### src/rtl/alu_ex_stage.sv
// alu_ex_stage: execute-stage ALU with the CPSR flag register and the EX/MEM
// pipeline register.
//
// Function: evaluates the ARM condition code against NZCV, executes the 16
// data-processing opcodes, and registers the result and writeback control
// for the MEM stage. Latency is one cycle.
//
// Optional build macro: ALU_EX_PERF_EN adds the perf_exec_o and perf_cfail_o
// 32-bit event counters.
//
// Ports:
//   clk_i, rst_n_i        clock, asynchronous active-low reset
//   valid_i               instruction present in EX
//   stall_i               MEM stage cannot accept; hold all state
//   flush_i               kill the instruction in EX (priority over stall_i)
//   cond_i, opcode_i      instr[31:28] and instr[24:21]
//   set_flags_i           S bit
//   rn_data_i, alu_op2_i  operand 1, and operand 2 from the shifter
//   shifter_carry_i       shifter carry-out, used as C for logical ops
//   rd_addr_i             destination register
//   carry_to_shifter_o    current C flag (combinational from the flag register)
//   flags_o               NZCV flag register
//   mem_*_o               EX/MEM pipeline register
//   perf_exec_o           executed-instruction count (ALU_EX_PERF_EN only)
//   perf_cfail_o          condition-failed count (ALU_EX_PERF_EN only)
module alu_ex_stage #(
    parameter int unsigned DATA_W     = 32,
    parameter int unsigned REG_ADDR_W = 4
) (
    input  logic                  clk_i,
    input  logic                  rst_n_i,
    input  logic                  valid_i,
    input  logic                  stall_i,
    input  logic                  flush_i,
    input  logic [3:0]            cond_i,
    input  logic [3:0]            opcode_i,
    input  logic                  set_flags_i,
    input  logic [DATA_W-1:0]     rn_data_i,
    input  logic [DATA_W-1:0]     alu_op2_i,
    input  logic                  shifter_carry_i,
    input  logic [REG_ADDR_W-1:0] rd_addr_i,
    output logic                  carry_to_shifter_o,
    output logic [3:0]            flags_o,
    output logic                  mem_valid_o,
    output logic [DATA_W-1:0]     mem_result_o,
    output logic [REG_ADDR_W-1:0] mem_rd_addr_o,
    output logic                  mem_wr_en_o
`ifdef ALU_EX_PERF_EN
    ,
    output logic [31:0]           perf_exec_o,
    output logic [31:0]           perf_cfail_o
`endif
);

    localparam logic [3:0] OP_AND = 4'h0;
    localparam logic [3:0] OP_EOR = 4'h1;
    localparam logic [3:0] OP_SUB = 4'h2;
    localparam logic [3:0] OP_RSB = 4'h3;
    localparam logic [3:0] OP_ADD = 4'h4;
    localparam logic [3:0] OP_ADC = 4'h5;
    localparam logic [3:0] OP_SBC = 4'h6;
    localparam logic [3:0] OP_RSC = 4'h7;
    localparam logic [3:0] OP_TST = 4'h8;
    localparam logic [3:0] OP_TEQ = 4'h9;
    localparam logic [3:0] OP_CMP = 4'hA;
    localparam logic [3:0] OP_CMN = 4'hB;
    localparam logic [3:0] OP_ORR = 4'hC;
    localparam logic [3:0] OP_MOV = 4'hD;
    localparam logic [3:0] OP_BIC = 4'hE;
    localparam logic [3:0] OP_MVN = 4'hF;

    logic [3:0]            flags_q, flags_d;
    logic                  mem_valid_q, mem_valid_d;
    logic [DATA_W-1:0]     mem_result_q, mem_result_d;
    logic [REG_ADDR_W-1:0] mem_rd_addr_q, mem_rd_addr_d;
    logic                  mem_wr_en_q, mem_wr_en_d;

    logic flag_n, flag_z, flag_c, flag_v;
    assign flag_n = flags_q[3];
    assign flag_z = flags_q[2];
    assign flag_c = flags_q[1];
    assign flag_v = flags_q[0];

    // Condition evaluation over the current NZCV.
    logic cond_pass;
    always_comb begin
        cond_pass = 1'b0;
        unique case (cond_i)
            4'h0: cond_pass = flag_z;
            4'h1: cond_pass = ~flag_z;
            4'h2: cond_pass = flag_c;
            4'h3: cond_pass = ~flag_c;
            4'h4: cond_pass = flag_n;
            4'h5: cond_pass = ~flag_n;
            4'h6: cond_pass = flag_v;
            4'h7: cond_pass = ~flag_v;
            4'h8: cond_pass = flag_c & ~flag_z;
            4'h9: cond_pass = ~flag_c | flag_z;
            4'hA: cond_pass = (flag_n == flag_v);
            4'hB: cond_pass = (flag_n != flag_v);
            4'hC: cond_pass = ~flag_z & (flag_n == flag_v);
            4'hD: cond_pass = flag_z | (flag_n != flag_v);
            4'hE: cond_pass = 1'b1;
            4'hF: cond_pass = 1'b0;
            default: cond_pass = 1'b0;
        endcase
    end

    logic exec;
    logic is_test;
    assign exec    = valid_i & cond_pass & ~flush_i;
    assign is_test = (opcode_i[3:2] == 2'b10);

    // Adder operand selection; subtraction is a + ~b + cin.
    logic              is_arith;
    logic [DATA_W-1:0] add_a, add_b;
    logic              add_cin;
    logic [DATA_W:0]   sum;
    logic              add_v;
    always_comb begin
        is_arith = 1'b1;
        add_a    = rn_data_i;
        add_b    = alu_op2_i;
        add_cin  = 1'b0;
        unique case (opcode_i)
            OP_SUB, OP_CMP: begin add_b = ~alu_op2_i; add_cin = 1'b1; end
            OP_RSB: begin add_a = alu_op2_i; add_b = ~rn_data_i; add_cin = 1'b1; end
            OP_ADD, OP_CMN: add_cin = 1'b0;
            OP_ADC: add_cin = flag_c;
            OP_SBC: begin add_b = ~alu_op2_i; add_cin = flag_c; end
            OP_RSC: begin add_a = alu_op2_i; add_b = ~rn_data_i; add_cin = flag_c; end
            default: is_arith = 1'b0;
        endcase
    end

    assign sum   = {1'b0, add_a} + {1'b0, add_b} + (DATA_W+1)'(add_cin);
    // Overflow when both addends share a sign that the result does not.
    assign add_v = (add_a[DATA_W-1] == add_b[DATA_W-1]) &
                   (sum[DATA_W-1] != add_a[DATA_W-1]);

    // Result mux.
    logic [DATA_W-1:0] result;
    always_comb begin
        result = sum[DATA_W-1:0];
        unique case (opcode_i)
            OP_AND, OP_TST: result = rn_data_i & alu_op2_i;
            OP_EOR, OP_TEQ: result = rn_data_i ^ alu_op2_i;
            OP_ORR:         result = rn_data_i | alu_op2_i;
            OP_MOV:         result = alu_op2_i;
            OP_BIC:         result = rn_data_i & ~alu_op2_i;
            OP_MVN:         result = ~alu_op2_i;
            default:        result = sum[DATA_W-1:0];
        endcase
    end

    // Next state: flush forces a bubble through exec=0 even while stalled.
    logic load;
    assign load = ~stall_i | flush_i;

    always_comb begin
        flags_d       = flags_q;
        mem_valid_d   = mem_valid_q;
        mem_result_d  = mem_result_q;
        mem_rd_addr_d = mem_rd_addr_q;
        mem_wr_en_d   = mem_wr_en_q;
        if (load) begin
            mem_valid_d   = exec;
            mem_result_d  = result;
            mem_rd_addr_d = rd_addr_i;
            mem_wr_en_d   = exec & ~is_test;
            if (exec & (set_flags_i | is_test)) begin
                flags_d[3] = result[DATA_W-1];
                flags_d[2] = (result == '0);
                flags_d[1] = is_arith ? sum[DATA_W] : shifter_carry_i;
                flags_d[0] = is_arith ? add_v : flag_v;
            end
        end
    end

    always_ff @(posedge clk_i or negedge rst_n_i) begin
        if (!rst_n_i) begin
            flags_q       <= '0;
            mem_valid_q   <= 1'b0;
            mem_result_q  <= '0;
            mem_rd_addr_q <= '0;
            mem_wr_en_q   <= 1'b0;
        end else begin
            flags_q       <= flags_d;
            mem_valid_q   <= mem_valid_d;
            mem_result_q  <= mem_result_d;
            mem_rd_addr_q <= mem_rd_addr_d;
            mem_wr_en_q   <= mem_wr_en_d;
        end
    end

    assign flags_o            = flags_q;
    assign carry_to_shifter_o = flags_q[1];
    assign mem_valid_o        = mem_valid_q;
    assign mem_result_o       = mem_result_q;
    assign mem_rd_addr_o      = mem_rd_addr_q;
    assign mem_wr_en_o        = mem_wr_en_q;

`ifdef ALU_EX_PERF_EN
    // Event counters; both wrap naturally at 2^32.
    logic [31:0] perf_exec_q, perf_exec_d;
    logic [31:0] perf_cfail_q, perf_cfail_d;

    always_comb begin
        perf_exec_d  = perf_exec_q;
        perf_cfail_d = perf_cfail_q;
        if (exec & ~stall_i)
            perf_exec_d = perf_exec_q + 32'd1;
        if (valid_i & ~cond_pass & ~flush_i & ~stall_i)
            perf_cfail_d = perf_cfail_q + 32'd1;
    end

    always_ff @(posedge clk_i or negedge rst_n_i) begin
        if (!rst_n_i) begin
            perf_exec_q  <= '0;
            perf_cfail_q <= '0;
        end else begin
            perf_exec_q  <= perf_exec_d;
            perf_cfail_q <= perf_cfail_d;
        end
    end

    assign perf_exec_o  = perf_exec_q;
    assign perf_cfail_o = perf_cfail_q;
`else
    // No event counters in this build.
`endif

endmodule

### config.mk
export PLATFORM = sky130hd
export DESIGN_NAME = alu_ex_stage
export DESIGN_NICKNAME = d
export VERILOG_FILES = /design/src/rtl/alu_ex_stage.sv
export SDC_FILE = /design/constraint.sdc
export NUM_CORES = 1
export LEC_CHECK = 0
export CAP_MARGIN = 20
export CORE_AREA = 5 5 138 140
export DETAILED_ROUTE_END_ITERATION = 10
export DIE_AREA = 0 0 143 145
export PLACE_DENSITY = 0.72
export SYNTH_ARGS = -nofsm -noshare
export SYNTH_HDL_FRONTEND = slang
export SYNTH_SLANG_ARGS = --single-unit
### constraint.sdc
create_clock -name clk_i -period 4.59 [get_ports clk_i]
set_input_delay 0.918 -clock clk_i [delete_from_list [all_inputs] [get_ports clk_i]]
set_output_delay 0.918 -clock clk_i [all_outputs]
set_load 0.01 [all_outputs]
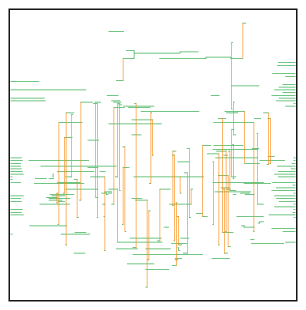
(images/layers.png)
Drawn at 2 px/um. Two of the layers only.
green -> M3  # wire length 1520 um
orange -> M4  # wire length 1620 um

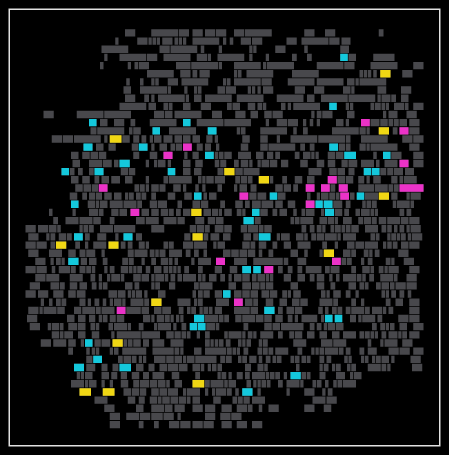
(images/gates.png)
Drawn at 3 px/um.
yellow -> mux cells  # cells 16
cyan -> non-inverting ao/oa cells  # cells 46
magenta -> xor and xnor cells  # cells 20

==> reports/results.ini <==
[layout]
sh_comb_area_pct=54.9
nClkBuffers=7
lay_top_cells=buf_4 (181), nand2_1 (148), o21ai_0 (127)
fillers=1730

[pwr]
sequentialPowerShare_pct=20.4
pwr-share-comb_pct=66.0
fin_total_pwr_mw=2.58
pwr-share-clk_pct=13.6

[cts]
tritoncts=done
insertion_delay_ns=0.28
cts.sink_count=42
post_cts_buffers=12
cts_buffers=5
htree_levels=2
cts_buffer_depth=2

[timing]
finalHoldViolCount=0
slew_violations=0
setup_slack_ns=0.195
slew_headroom_pct=29.8

[critical_path]
worstReg2RegEnd=flags_o[2]
crit_end=flags_o[1]
crit_top_cell=a21o_1
critical_path.max_fanout=8
max_stage_delay_ns=0.35
critPathArrivalTime_ns=4.56
critPathCaptureType=flip-flop
cp_top_family=AND-OR/OR-AND gates
crit_cells=20

[die]
rows=49
die_w_um=143
die-area_mm2=0.0207
chipHeight_um=145

[place]
dp.cells=1483
place_area_mm2=0.00952

[global_routing]
grt_max_degree=52
grt-ovfl-total=0
busiest_layer=met2
grt_antenna_before_repair=1

[synthesis]
ys_area_mm2=0.00690
synth_cell_types=89
ys_sh_aoi_pct=36.1
netlist_top_cells_count=nand2_1 (153), o21ai_0 (137), inv_1 (78), a21oi_1 (74), nor2_1 (74)
ys_cells=1023
ys.flops=42

[detailed_routing]
drt_iter0_markers=516
viasPerCell=5.75

[hold_path]
hp-class=in2async

[outcome]
status=finished, final reports clean

[run]
max-cap-violations=0
warnings=28

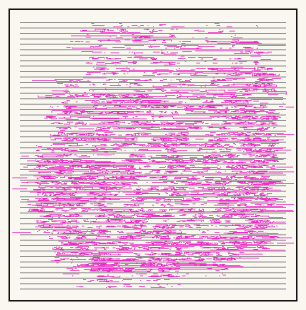
(images/m1.png)
Drawn at 2 px/um. Supply wires on this layer in gray.
main direction = horizontal
longest straight run = 46.5 um
nets with wire on the layer = 1294
wire length on this layer = 10600 um

Power and IR drop assume default switching activity.
